==> images/clock_nets.png <==
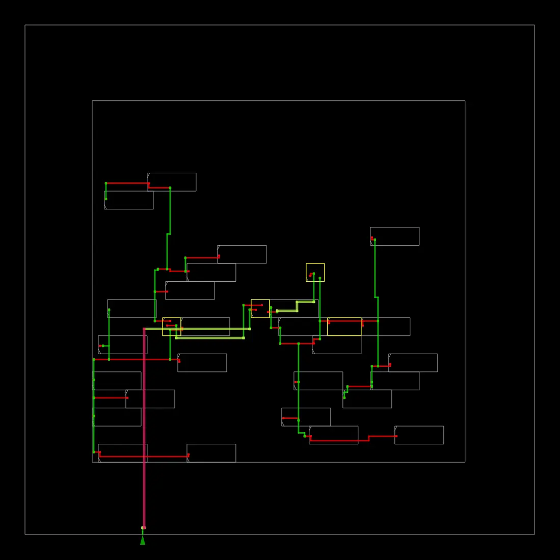
==> images/layers.png <==
Only two layers are drawn.
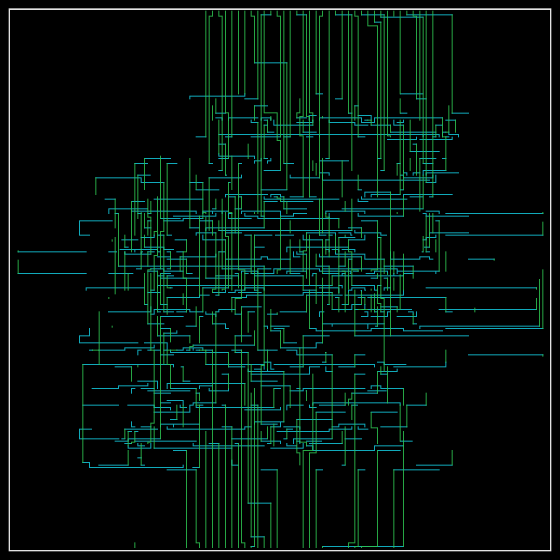
==> images/pinout.png <==
Pins as bars across the die edge, other pins in grey.
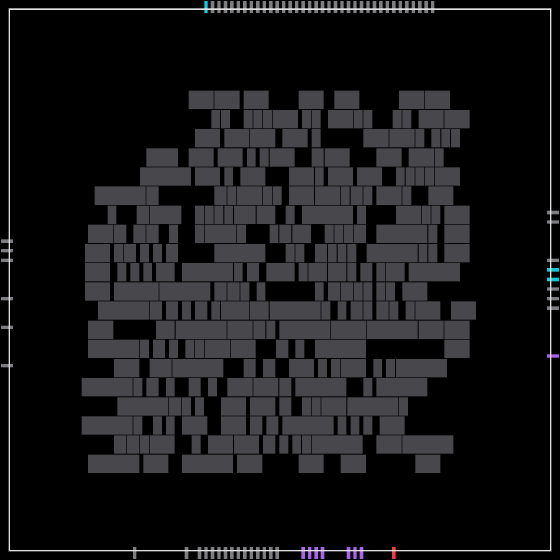
==> images/ff_map.png <==
The bar under the picture is 20 um long. Other sequential cells in the stronger grey, the rest of the logic in the fainter grey.
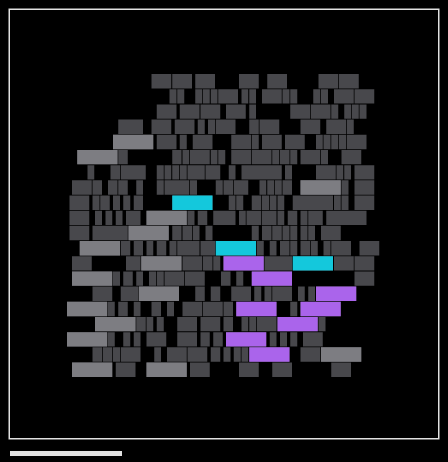
Design reg8file_arbiter, sky130hd; sources not shown.
==> results.txt <==
fresh numbers from the pnr run: status=complete, no violations, Final nets=between 300 and 400, initial antenna violation count=0, grt ovf=0, Post-synth area hogs=dfxtp_1 (40%), nand2_1 (21%), a21oi_1 (6.1%), share of cells above drive strength 1=0.0602, Crit path arrival time=2820 ps, yosys simple share=0.368, Synth top cells by count=nand2_1 (75), dfxtp_1 (26), nor2_1 (17), a21oi_1 (16), o21ai_0 (14), Cell Chain, Critical Path=clkdlybuf4s50_1 -> inv_1 -> nand3_4 -> nor2_8 -> inv_2 -> nor2_8 -> nand2_1 -> o211ai_2 -> clkdlybuf4s50_1, worst-margin pin slew=roughly 530 ps, tool warnings=26, sum of routed wire segments on met1=around 1700 um, hold-fix buffers at CTS=0, Slew Viols, Final=0, Synth Area in Compound Gates=0.153, R2R cell count=5, Max Clk Rate=about 290 MHz, Async SR Flop Fraction=0, crit share post-route=0.883, Met3 Wirelength=around 200 um, vias in the first global route=~1400, Finished Layout Cells=~310, design area=between 2000 and 2500 um2, uppermost routed layer=met4, Hold Path Class=flop to flop, io pins=around 74, Worst slew margin=0.644, Leak=0.889 nW, dpl hpwl=roughly 3500 um, Core Area=3050 um2, CP endpoint kind=output port, Yosys reg bits=26, via density per instance=~4.6, CTS tree=yes
About clock_nets.png:
CTS Buf Count: 3
Layout clock buffers: 4
# clock sinks: 26
Clock group: 0.137 mW

About layers.png:
[M1] cyan | wire length: 1700 um
[M2] green | wire length: 2190 um
WL final: 4150 um
Tot GR Track Use: 0.140
WL/cell: 13.4 um
Via Count: 1436

About pinout.png:
[addr0] cyan | pins: 3 | direction: input | edge: 2 right, 1 top
[rdata1] purple | pins: 8 | direction: output | edge: 7 bottom, 1 right
[rvalid1] red | pins: 1 | direction: output | edge: bottom
all pins by edge: 36 top, 23 bottom, 9 right, 6 left
die width: 76.7 um
port bufs: 72
Die Height: 76.7 um

About ff_map.png:
[rdata1] purple | placed flops: 8
[rsel_q] cyan | placed flops: 3
Register Area: 520 um2
sequential power: 0.271 mW
flop share of the area: 0.244
post-layout util: 0.698

## worst max-delay path: cells and delay by family
family          cells  cell delay [ps]
compound gates      1               70
simple gates        4              660
buf+inv             4             1500
## kinds of logic (layout without fill, tap and decap cells)
logic type / count (synthesis) / after routing
adders and majority gates: 2 / 2
AOI/OAI and AO/OA: 36 / 36
other: 1 / 1
and+or+nand+nor: 106 / 106
buffers and inverters: 19 / 95
DFF: 26 / 26
## cell type report
type / instances / area [um2] / share of cell area
clock buffers: 4 / 36.3 / 0.0170
plain buffers: 3 / 15.0 / 0.00705
flip-flops and latches: 26 / 520 / 0.244
well taps: 44 / 55.1 / 0.0259
inverters: 16 / 66.3 / 0.0311
multi-input cells: 145 / 716 / 0.336
repair buffers: 72 / 721 / 0.338
## power by group
group	internal, mW	switching, mW
clock	0.0579	0.0791
combinational	0.0396	0.0310
sequential	0.270	0.00107
## routing by layer
metal  global-route usage  up-vias
li1                     -      764
met1                0.158      627
met2                0.254       41
met3               0.0326        4
met4               0.0353        0
met5                    0        -
## cells in the final DEF (no fill, tap or decap), types with 2 or more instances in the layout
cell type	count
o21ai_0	14
inv_1	11
clkbuf_4	3
nor2_8	3
dfxtp_1	26
nand3_1	8
o21bai_1	3
a21oi_1	16
clkbuf_1	2
inv_2	2
nand2_4	2
nor2_1	17
ha_1	2
clkdlybuf4s50_1	72
nand2_1	75
Power is estimated from default activity; no workload was simulated.
